`config.mk`:
```
export PLATFORM = sky130hd
export DESIGN_NAME = l1_ahb_mtx_in_stage
export DESIGN_NICKNAME = d
export VERILOG_FILES = /design/src/rtl/l1_ahb_mtx_in_stage.sv
export SDC_FILE = /design/constraint.sdc
export NUM_CORES = 1
export LEC_CHECK = 0
export ABC_AREA = 1
export CAP_MARGIN = 20
export CORE_MARGIN = 2
export CORE_UTILIZATION = 30
export CTS_CLUSTER_SIZE = 10
export DETAILED_ROUTE_END_ITERATION = 10
export PLACE_DENSITY = 0.67
export SYNTH_ARGS = -nofsm -noshare
export SYNTH_HDL_FRONTEND = slang
export SYNTH_SLANG_ARGS = --single-unit
```
`constraint.sdc`:
```
create_clock -name HCLK -period 1.2 [get_ports HCLK]
set_input_delay 0.18 -clock HCLK [delete_from_list [all_inputs] [get_ports HCLK]]
set_output_delay 0.18 -clock HCLK [all_outputs]
set_load 0.01 [all_outputs]
```
`src/rtl/l1_ahb_mtx_in_stage.sv`:
```
// Master-port input stage of the L1 AHB matrix: forwards the address phase to the
// decoder, holding it and stalling the master while the target is not active.
// Optional address user bits are carried when L1AHBMTX_IN_STAGE_AUSER_EN is defined.
module l1_ahb_mtx_in_stage #(
  parameter int unsigned DEC_LSB = 10
) (
  input  logic                 HCLK,
  input  logic                 HRESET,
  input  logic                 HSELM,
  input  logic [31:0]          HADDRM,
  input  logic [1:0]           HTRANSM,
  input  logic                 HWRITEM,
  input  logic [2:0]           HSIZEM,
  input  logic [2:0]           HBURSTM,
  input  logic [3:0]           HPROTM,
  input  logic                 HMASTLOCKM,
  input  logic [31:0]          HAUSERM,
  input  logic                 HREADYM,
  output logic                 HREADYOUTM,
  output logic [1:0]           HRESPM,
  output logic                 sel_dec,
  output logic [31:0]          addr_dec,
  output logic [31-DEC_LSB:0]  decode_addr_dec,
  output logic [1:0]           trans_dec,
  output logic                 write_dec,
  output logic [2:0]           size_dec,
  output logic [2:0]           burst_dec,
  output logic [3:0]           prot_dec,
  output logic                 lock_dec,
  output logic [31:0]          auser_dec,
  output logic                 hready_dec,
  input  logic                 active_dec,
  input  logic                 readyout_dec,
  input  logic [1:0]           resp_dec
);

  logic        pend;
  logic [31:0] h_addr;
  logic [1:0]  h_trans;
  logic        h_write;
  logic [2:0]  h_size;
  logic [2:0]  h_burst;
  logic [3:0]  h_prot;
  logic        h_lock;

  logic live_valid;
  logic load;
  logic rel;

  assign live_valid = HSELM & HTRANSM[1] & HREADYM;
  assign load       = ~pend & live_valid & ~active_dec;
  assign rel        = pend & active_dec & readyout_dec;

  always_ff @(posedge HCLK) begin
    if (HRESET) begin
      pend    <= 1'b0;
      h_addr  <= '0;
      h_trans <= '0;
      h_write <= 1'b0;
      h_size  <= '0;
      h_burst <= '0;
      h_prot  <= '0;
      h_lock  <= 1'b0;
    end else if (load) begin
      pend    <= 1'b1;
      h_addr  <= HADDRM;
      h_trans <= HTRANSM;
      h_write <= HWRITEM;
      h_size  <= HSIZEM;
      h_burst <= HBURSTM;
      h_prot  <= HPROTM;
      h_lock  <= HMASTLOCKM;
    end else if (rel) begin
      pend    <= 1'b0;
    end
  end

`ifdef L1AHBMTX_IN_STAGE_AUSER_EN
  logic [31:0] h_auser;

  always_ff @(posedge HCLK) begin
    if (HRESET) begin
      h_auser <= '0;
    end else if (load) begin
      h_auser <= HAUSERM;
    end
  end

  assign auser_dec = pend ? h_auser : HAUSERM;
`else
  logic unused_auser;

  assign unused_auser = ^HAUSERM;
  assign auser_dec    = '0;
`endif

  always_comb begin
    sel_dec    = HSELM;
    addr_dec   = HADDRM;
    trans_dec  = HSELM ? HTRANSM : 2'b00;
    write_dec  = HWRITEM;
    size_dec   = HSIZEM;
    burst_dec  = HBURSTM;
    prot_dec   = HPROTM;
    lock_dec   = HMASTLOCKM;
    hready_dec = HREADYM;
    HREADYOUTM = readyout_dec;
    HRESPM     = resp_dec;
    // While holding, the decoder sees the held phase and the master is stalled;
    // any pending response is deferred until release.
    if (pend) begin
      sel_dec    = 1'b1;
      addr_dec   = h_addr;
      trans_dec  = h_trans;
      write_dec  = h_write;
      size_dec   = h_size;
      burst_dec  = h_burst;
      prot_dec   = h_prot;
      lock_dec   = h_lock;
      hready_dec = readyout_dec;
      HREADYOUTM = 1'b0;
      HRESPM     = 2'b00;
    end
  end

  assign decode_addr_dec = addr_dec[31:DEC_LSB];

endmodule

```
run_1/layer_met3.png
Drawn at 4 px/um.
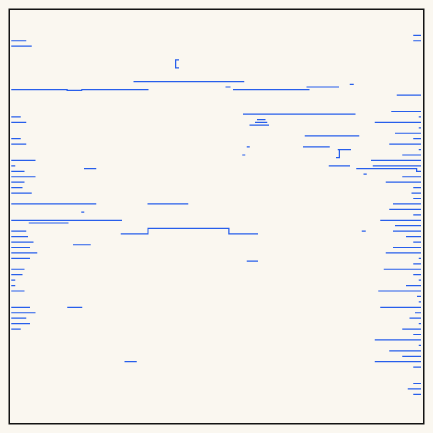
wire length on this layer: 640 um
longest straight run: 27.8 um

run_1/flops_by_reg.png
Drawn at 6 px/um. Other sequential cells in the stronger grey, the rest of the logic in the fainter grey.
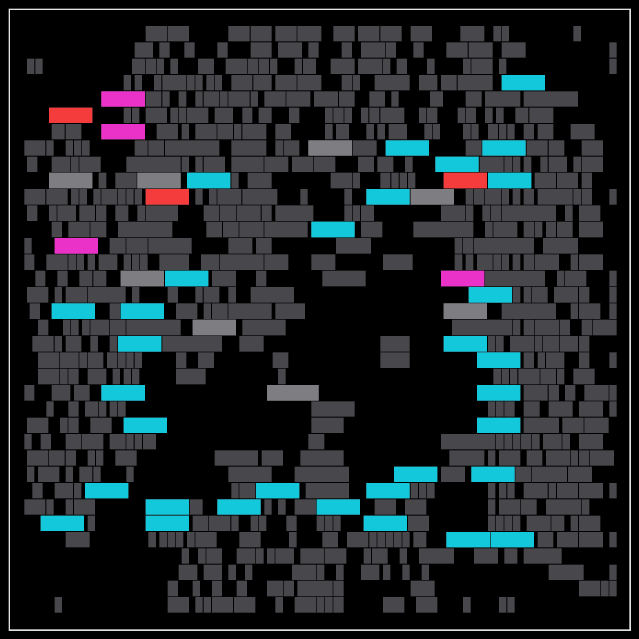
[cyan] h_addr | sequential cells: 32
[red] h_burst | sequential cells: 3
[magenta] h_prot | sequential cells: 4
not coloured: 8

==> results.toml, run 1 <==
# flow metrics
[sta]
setup_viol = 120
rsz0062_at_grt = "true"
slew_violations = 0
layout_setup_ws_ps = -272
final_hold_viol_count = 0

[run]
warnings = 61
maxCapViolations = 0

[floorplan]
die_area_um2 = 10700
io_pins = 191
num_rows = 36
die_h_um = 103
core_util_floorplan_pct = 30.5
die_x_um = 103
coreArea_um2 = 9680

[critical_path]
critPathMaxStageDelay_ps = 410
path_class = "register to primary output"
end_kind = "primary output"
crit_chain = "buf_8, clkbuf_16, nand2_1, o21ai_2, buf_2"
arrival_ps = 1290
path_buffers = 3
path_delay_family = "buffers and inverters"
rr_startpoint = "pend"
cp.required_ps = 1020
slowest_stage = "dfxtp_4"
cp-startpoint = "pend"

[final_layout]
area_delta_synth_final_pct = 88.1
fin_nets = 728
final.fill_count = 862
antennaDiodeCount = 0

[route]
finalWirelength_mm = 9.96
ant_nets = 0
route.vias.total = 3375
drt_iter0_drc = 62
drtPass1Iterations = 4
viasPerCell = 4.35
route.detailed.drc = 0

[synth]
edf_count = 0
syn-cell-area_um2 = 2950
ys_seq_share_pct = 31.9
synth_top_area_share_pct = 31.9
synth_flops = 47
yosys.cell_types.count = 20
top_area_cell = "dfxtp_1"
ff_type = "dfxtp_1"
common_cells = "nor2_1, nand2_1, buf_4"
synth_async_sr_flop_share_pct = 0
yosys-top-cells-area = "dfxtp_1, buf_4, nor2_1, nand2_1, o21ai_0"
yosys_warnings = 0
synth_top_cell_by_count = "nor2_1"
avgSynthCellArea_um2 = 6.29
synthCells = 470

[pwr]
p_leak_nw = 2.71
cellPowerDensity_nw_per_um2 = 712
power_w = 0.00396
ir_worst_vdd_mv = 0.456

[outcome]
violations = "setup timing"
status = "complete, but fails checks"

[place]
dp_hpwl_mm = 5.68
portBuffers = 126
gp_congestion = 0.712

[global_routing]
grt_overflow = 0
grt_usage_pct = 15.9
grt_pass1_wl_mm = 13.4
antenna_found_initial = 0
grt_max_degree = 29

[hold_path]
min_from = "HRESET"
holdCritPathClass = "input pin to register"

[clocking]
cts_buffer_depth = 2
clock_latency_ps = 290
cts_buffers = 5
clock-sinks = 47
cts-root-buf = "clkbuf_8"
cts_hold_buf = 0
cts_tree = "built"
htree_levels = 2
run_1/wires.png
Drawn at 4 px/um. Only two layers are drawn.
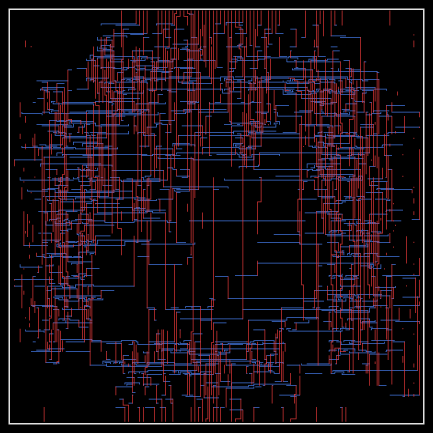
[blue] metal 1 | wire length: 3880 um
[red] metal 2 | wire length: 5310 um

[run 1: where the power goes]
group | internal (W) | switching, W
Combinational | 0.000715 | 0.000616
Clock | 0.000453 | 0.000520
Sequential | 0.00161 | 0.0000406
[run 1: per-layer routing]
layer | GRT usage (%) | up-vias | part of all wire, % | wire, um
met5 | 0 | - | 0 | 0
met4 | 4.45 | 0 | 1.3 | 129
met3 | 3.09 | 13 | 6.4 | 640
met2 | 29.0 | 130 | 53 | 5310
met1 | 19.0 | 1532 | 39 | 3880
li1 | - | 1700 | - | -
[run 1: path summary, 6_finish.rpt]
kind	end	slack [ps]	cells after the start
worst max-delay path	decode_addr_dec[5]	-270	5
worst min-delay path	h_trans[1]	470	2
worst max register to register	h_addr[25]	-240	10
worst min register to register	h_addr[29]	490	2
[run 1: metrics by stage]
step | area, um^2 | instances | setup TNS (ps) | util [%] | worst slack [ps]
floorplan | 3160 | 501 | -115 | - | -57.3
global placement | 4550 | 740 | -45470 | 47.0 | -509
detailed placement | 4550 | 740 | -46010 | 47.0 | -517
CTS | 4780 | 762 | -29650 | 49.3 | -297
global route | 5560 | 775 | -35320 | 57.4 | -339
finish | 5560 | 775 | -27720 | 57.4 | -272
[run 1: flip-flops by register name (all words and copies together), names as in the netlist]
register and count:
h_addr 32, h_burst 3, h_lock 1, h_prot 4, h_size 3, h_trans 2
h_write 1, pend 1
[run 1: cell usage in the layout, fill, tap and decap left out, types with 15 or more instances in the layout]
cell type / count
buf_6: 38
inv_1: 50
nand3_2: 28
nand2_2: 15
buf_2: 43
conb_1: 32
clkdlybuf4s50_1: 53
o21ai_2: 22
nor2_1: 90
buf_4: 54
nand2_1: 64
nand3_1: 16
dfxtp_1: 46
nand2_4: 15
[run 1: worst register-to-register path, stage by stage, from the launching register on]
cell	delay, ps
dfxtp_4	390
buf_12	150
clkinv_8	50
nand2_4	40
buf_6	110
nor2_4	120
buf_12	160
buf_12	150
nand3_2	60
nand2_1	70
nor2_1	40
[run 1: cell type report]
class / count / area [um^2] / share of cell area, %
clock inverters: 1 / 5.00 / 0.0900
inverters: 52 / 208 / 3.74
clock buffers: 6 / 82.6 / 1.49
multi-input cells: 319 / 1920 / 34.6
repair buffers: 217 / 2230 / 40.1
flip-flops and latches: 47 / 945 / 17.0
well taps: 133 / 166 / 2.99
[run 1: repair_timing]
item,in CTS,in global routing
gates resized,371,122
hold endpoints to repair,0,0
cloned,6,11
setup buffers,9,4
endpoints found under the setup margin,120,120
pin swaps,22,51
[run 1: cells by family after synthesis]
group	share of synthesized area [%]
other cells	0.127
buf+inv	26.8
simple gates	33.0
compound gates	8.22
flops	31.9
--- run 2 (diff from run 1) ---
==> constraint.sdc (replaced) <==
create_clock -name HCLK -period 1.2 [get_ports HCLK]
set_input_delay 0.12 -clock HCLK [delete_from_list [all_inputs] [get_ports HCLK]]
set_output_delay 0.12 -clock HCLK [all_outputs]
set_load 0.01 [all_outputs]
run_2/placement_by_type.png
Drawn at 3 px/um.
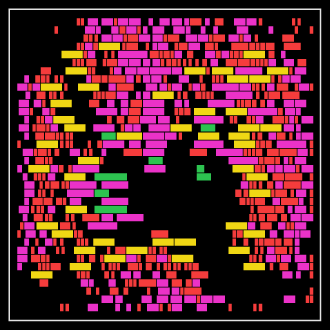
[red] combinational and other logic | cells: 371
[yellow] sequential cells | cells: 47
[magenta] remaining buffers and delay cells | cells: 221
[green] clock drivers and dummy loads | cells: 8

run_2/placement.png
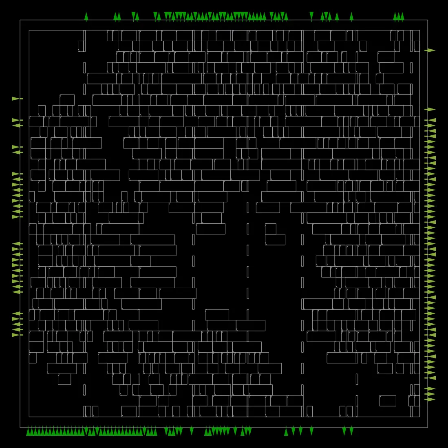
flop share of the area: 16.7%
Fill cells: 837
Core ar.: 9680 um^2
flop count: 47

run_2/wires.png
Drawn at 4 px/um. Only two layers are drawn.
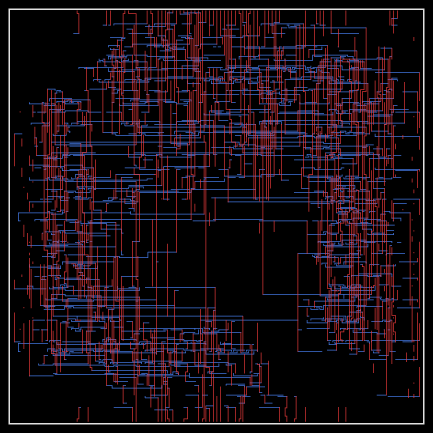
[blue] metal 1 | wire length: 4440 um
[red] metal 2 | wire length: 5680 um

==> results.toml, run 2 <==
# flow metrics
[sta]
setup_viol = 120
layout_setup_ws_ps = -251
final_hold_viol_count = 0
finClkSkew_ps = 7.27
max_freq_mhz = 689
post-route-min-period_ps = 1450
fin_hold_ws_ps = 388
slew_violations = 0
fin_crit_sh_pct = 121
rsz0062_at_grt = "true"

[synth]
synth_async_sr_flop_share_pct = 0
yosys-top-cells-area = "dfxtp_1, buf_4, nor2_1, nand2_1, o21ai_0"
ys_seq_share_pct = 31.9
avgSynthCellArea_um2 = 6.29
yosys_warnings = 0
yosysChipArea_um2 = 2950
common_cells = "nor2_1, nand2_1, buf_4"
synth_top_area_share_pct = 31.9
syn-cell-area_um2 = 2950
edf_count = 0
ff_type = "dfxtp_1"
yosys.cell_types.count = 20
ys_cells = 470
top_area_cell = "dfxtp_1"
synth_top_cell_by_count = "nor2_1"
synthCells = 470
synth_flops = 47

[run]
maxCapViolations = 0
warnings = 61

[critical_path]
rr_startpoint = "pend"
crit_path_end = "sel_dec"
rrSetupSlack_ps = -250
end_kind = "primary output"
reg2reg_depth = 10
cp.required_ps = 1080
crit_fanout = 5
arrival_ps = 1330
r2r_end = "h_addr[27]"
cp-start-kind = "register"
path_class = "register to primary output"
cp-startpoint = "pend"

[global_routing]
grt_max_degree = 27
grt_pass1_wl_mm = 14.0
antenna_found_initial = 0
grt_overflow = 0
grt_usage_pct = 16.5
grt_pass1_vias = 3015

[floorplan]
num_rows = 36
die_x_um = 103
core_util_floorplan_pct = 30.5
die_h_um = 103
die_area_um2 = 10700
io_pins = 191

[route]
drt_iter0_drc = 53
route.detailed.drc = 0
route.vias.total = 3434
viasPerCell = 4.40
finalWirelength_mm = 10.8
ant_nets = 0
drtPass1Iterations = 4
wl_per_cell_um = 13.9

[clocking]
clock_latency_ps = 300
path_clk_slew_ps = 90
htree_levels = 2
cts_hold_buf = 0
clock-sinks = 47
cts_tree = "built"
cts-root-buf = "clkbuf_8"
cts_buffer_depth = 2
cts_buffers = 5

[final_layout]
layout.cells.most_common = "nor2_1"
lay_top_cells = "nor2_1, nand2_1, buf_4, clkdlybuf4s50_1, inv_1"
drive_above_1_share_pct = 43.0
area_delta_synth_final_pct = 91.6
top_register = "h_addr"
antennaDiodeCount = 0
largestRegisters = "h_addr (32), h_prot (4)"
fin_nets = 732
largest_reg_flops = 32

[outcome]
status = "complete, but fails checks"
violations = "setup timing"

[place]
portBuffers = 126
dp_hpwl_mm = 5.69
gp_congestion = 0.737

[pwr]
ir_worst_vdd_mv = 0.505
cellPowerDensity_nw_per_um2 = 779
p_leak_nw = 2.75
power_w = 0.00441

[hold_path]
holdCritPathClass = "input pin to register"
==> run 2: netlist changes by cell type in the layout (fill, tap and decap cells not counted), sizes merged <==
cell and delta:
buf +2, bufinv +2, clkbuf +1, clkinv -1, clkinvlp +1
==> run 2: layout make-up <==
class | count | area (um^2)
Sequential cell | 47 | 945
Tap cell | 133 | 166
Clock buffer | 5 | 68.8
Clock inverter | 3 | 67.6
Fill cell | 837 | 4020
Inverter | 52 | 208
Multi-Input combinational cell | 319 | 1870
Timing Repair Buffer | 221 | 2330
==> run 2: cell families after synthesis <==
logic type             synth area share, %
AND/OR/NAND/NOR                       33.0
buffers and inverters                 26.8
AND-OR/OR-AND                         8.22
flip-flops                            31.9
other                                0.127
==> run 2: worst min path at each step <==
stage                    start          to  slack [ps]  cells past startpoint
floorplan               HRESET  h_trans[1]         190                      1
global placement    h_trans[1]  h_trans[1]         450                      2
detailed placement  h_trans[1]  h_trans[1]         460                      2
CTS                     HRESET  h_trans[1]         380                      2
global route            HRESET  h_trans[1]         390                      2
finish                  HRESET  h_trans[1]         390                      2
==> run 2: critical path, stage by stage, from the launching register on <==
cell and delay [ps]:
dfxtp_4 380, buf_4 160, buf_16 130, or2_4 240, buf_6 120
==> run 2: routing by layer <==
metal  GRT usage, %  part of all wire (%)
met5              0                     0
met4           4.15                   1.4
met3           2.89                   5.1
met2           30.5                    52
met1           19.8                    41
==> run 2: report_power, final <==
group          internal (W)  leakage (nW)  switching [W]
Combinational      0.000742          2.30       0.000624
Sequential          0.00161         0.383      0.0000407
Clock              0.000831        0.0644       0.000562
Total               0.00318          2.75        0.00123
==> run 2: repair_timing <==
item / CTS / global route
buffers inserted: 10 / 4
endpoints found under the setup margin: 120 / 120
hold endpoints to repair: 0 / 0
pin swaps: 26 / 44
gates cloned: 7 / 14
resized: 390 / 109
==> run 2: through the flow <==
stage / worst slack (ps) / util (%) / std cells / TNS (ps) / area (um^2)
after floorplan: -61.5 / - / 501 / -1200 / 3070
after global placement: -384 / 46.5 / 740 / -32710 / 4500
after detailed placement: -401 / 46.5 / 740 / -35060 / 4500
after CTS: -244 / 50.2 / 765 / -22470 / 4870
after global routing: -338 / 58.4 / 780 / -31850 / 5660
final: -251 / 58.4 / 780 / -24720 / 5660
--- run 3 (diff from run 2) ---
CORE_UTILIZATION = 25   (was 30)
GPL_TIMING_DRIVEN = 0   (was not set)
PLACE_DENSITY = 0.57   (was 0.67)
run_3/wires.png
Drawn at 3 px/um. Only two layers are drawn.
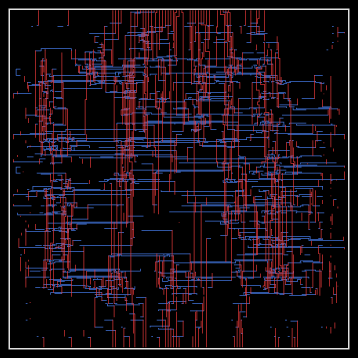
[blue] metal 1 | wire length: 4160 um
[red] metal 2 | wire length: 4670 um

run_3/layer_met3.png
Drawn at 3 px/um.
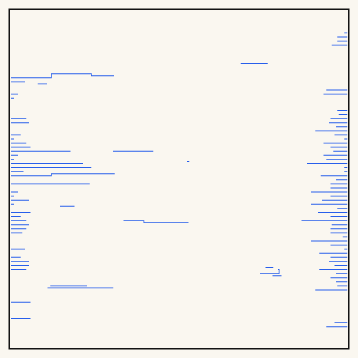
longest straight run: 26.4 um
nets with wire on the layer: 97

run_3/placement_by_type.png
Drawn at 2 px/um.
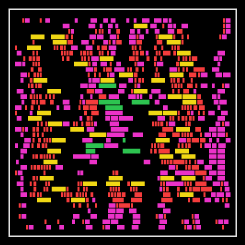
[yellow] sequential cells | cells: 47
[green] clock drivers and dummy loads | cells: 8
[magenta] remaining buffers and delay cells | cells: 233
[red] combinational and other logic | cells: 371

==> results.toml, run 3 <==
# flow metrics
[outcome]
status = "complete, but fails checks"
violations = "setup timing"

[clocking]
htree_levels = 2
clock_latency_ps = 290
clock-sinks = 47
cts_tree = "built"
cts_buffers = 5
cts_hold_buf = 0
cts-root-buf = "clkbuf_16"
path_clk_slew_ps = 70
cts_buffer_depth = 2

[final_layout]
final.fill_count = 1171
antennaDiodeCount = 0
final_cells = 802
area_delta_synth_final_pct = 79.1
fin_area_um2 = 5290
largestRegisters = "h_addr (32), h_prot (4)"
fin_nets = 744
drive_above_1_share_pct = 37.0
top_register = "h_addr"
logic_area_um2 = 1660
layout.cells.most_common = "nor2_1"
largest_reg_flops = 32
flop_area_um2 = 945
lay_top_cells = "nor2_1, nand2_1, buf_6, buf_4, clkdlybuf4s50_1"

[synth]
common_cells = "nor2_1, nand2_1, buf_4"
synth_top_cell_by_count = "nor2_1"
ys_cells = 470
edf_count = 0
ys_seq_share_pct = 31.9
synth_top_area_share_pct = 31.9
yosysChipArea_um2 = 2950
synthCells = 470
yosys_warnings = 0
syn-cell-area_um2 = 2950
top_area_cell = "dfxtp_1"
yosys.cell_types.count = 20
yosys-top-cells-area = "dfxtp_1, buf_4, nor2_1, nand2_1, o21ai_0"
ff_type = "dfxtp_1"
synth_flops = 47
avgSynthCellArea_um2 = 6.29
synth_async_sr_flop_share_pct = 0

[critical_path]
end_kind = "primary output"
crit_fanout = 8
critPathMostFrequentCell = "buf_12"
critPathMaxStageDelay_ps = 390
slowest_stage = "dfxtp_4"
cp.required_ps = 1080
arrival_ps = 1350
cp-start-kind = "register"
path_class = "register to primary output"
crit_chain = "buf_12, buf_8, buf_12, nand2_1, o21ai_1, buf_2"

[pwr]
ir_worst_vdd_mv = 0.745
cellPowerDensity_nw_per_um2 = 866
p_leak_nw = 2.68

[global_routing]
grt_pass1_wl_mm = 15.3
antenna_found_initial = 0
grt_overflow = 0
grt_max_degree = 15
grt_usage_pct = 14.8
grt_pass1_vias = 3098

[floorplan]
die_x_um = 113
die_h_um = 113
io_pins = 191
core_util_floorplan_pct = 25.8
die_area_um2 = 12700
num_rows = 39
coreArea_um2 = 11500

[sta]
final_hold_viol_count = 0
layout_setup_ws_ps = -266
slew_violations = 0
relSlewSlack_pct = 66.3
worstMarginPinSlew_ps = 506
fin_hold_ws_ps = 390
fin_crit_sh_pct = 122
max_freq_mhz = 682
rsz0062_at_grt = "true"
finClkSkew_ps = 4.42
post-route-min-period_ps = 1470
setup_viol = 120

[place]
gp_congestion = 0.757
placed_area_um2 = 4510
portBuffers = 126
dp_hpwl_mm = 6.66
dpl.cell_count = 770

[route]
drt_iter0_drc = 69
ant_nets = 0
viasPerCell = 4.11
wl_per_cell_um = 11.9
route.detailed.drc = 0
route.vias.total = 3295
finalWirelength_mm = 9.56
drtPass1Iterations = 4

[run]
warnings = 61
maxCapViolations = 0

[hold_path]
holdCritPathClass = "input pin to register"
==> run 3: worst paths after layout <==
kind	slack [ps]	end	from	depth (start not counted)
worst min register to register	480	h_trans[1]	h_trans[1]	2
worst min-delay path	390	h_trans[1]	HRESET	2
worst max register to register	-180	h_burst[0]	pend	10
worst max-delay path	-270	size_dec[1]	pend	6
==> run 3: stage by stage <==
stage	total power (W)	utilization [%]	worst slack, ps	setup TNS (ps)
after floorplan	0.00226	-	-61.5	-1200
after global placement	0.00281	39.3	-715	-62660
after detailed placement	0.00282	39.3	-726	-63240
after CTS	0.00453	44.0	-361	-27810
after global routing	0.00481	46.1	-336	-28930
final	0.00458	46.1	-266	-20400
==> run 3: worst max-delay path, delay by kind of cell, from the launching register on <==
family / cells / cell delay, ps
buffers and inverters: 4 / 550
AOI/OAI and AO/OA: 1 / 60
and+or+nand+nor: 1 / 50
DFF: 1 / 390
==> run 3: what timing repair did <==
action | in CTS | in global routing
gates cloned | 7 | 1
resized | 435 | 51
pin swaps | 17 | 6
setup endpoints to repair | 115 | 120
setup buffers | 15 | 2
==> run 3: cells by family after synthesis <==
logic type | share of synthesized area (%)
simple gates | 33.0
buf+inv | 26.8
compound gates | 8.22
flops | 31.9
other cells | 0.127
==> run 3: per-layer routing <==
layer	track usage [%]	vias to the layer above	routed length, um
met5	0	-	0
met4	1.95	0	45
met3	3.32	4	682
met2	26.4	109	4670
met1	18.7	1454	4160
li1	-	1728	-
==> run 3: layout make-up <==
cell class	instances	area share, %
clock inverters	2	0.662
inverters	52	3.83
clock buffers	6	2.62
well taps	143	3.38
plain buffers	82	14.1
flip-flops and latches	47	17.9
repair buffers	151	26.2
multi-input cells	319	31.3
==> run 3: power by group <==
part | internal [W] | switching (W) | total, W
combinational | 0.000693 | 0.000564 | 0.00126
sequential | 0.00161 | 0.0000360 | 0.00165
clock | 0.00104 | 0.000638 | 0.00168
total | 0.00334 | 0.00124 | 0.00458
Power is estimated from default activity; no workload was simulated.
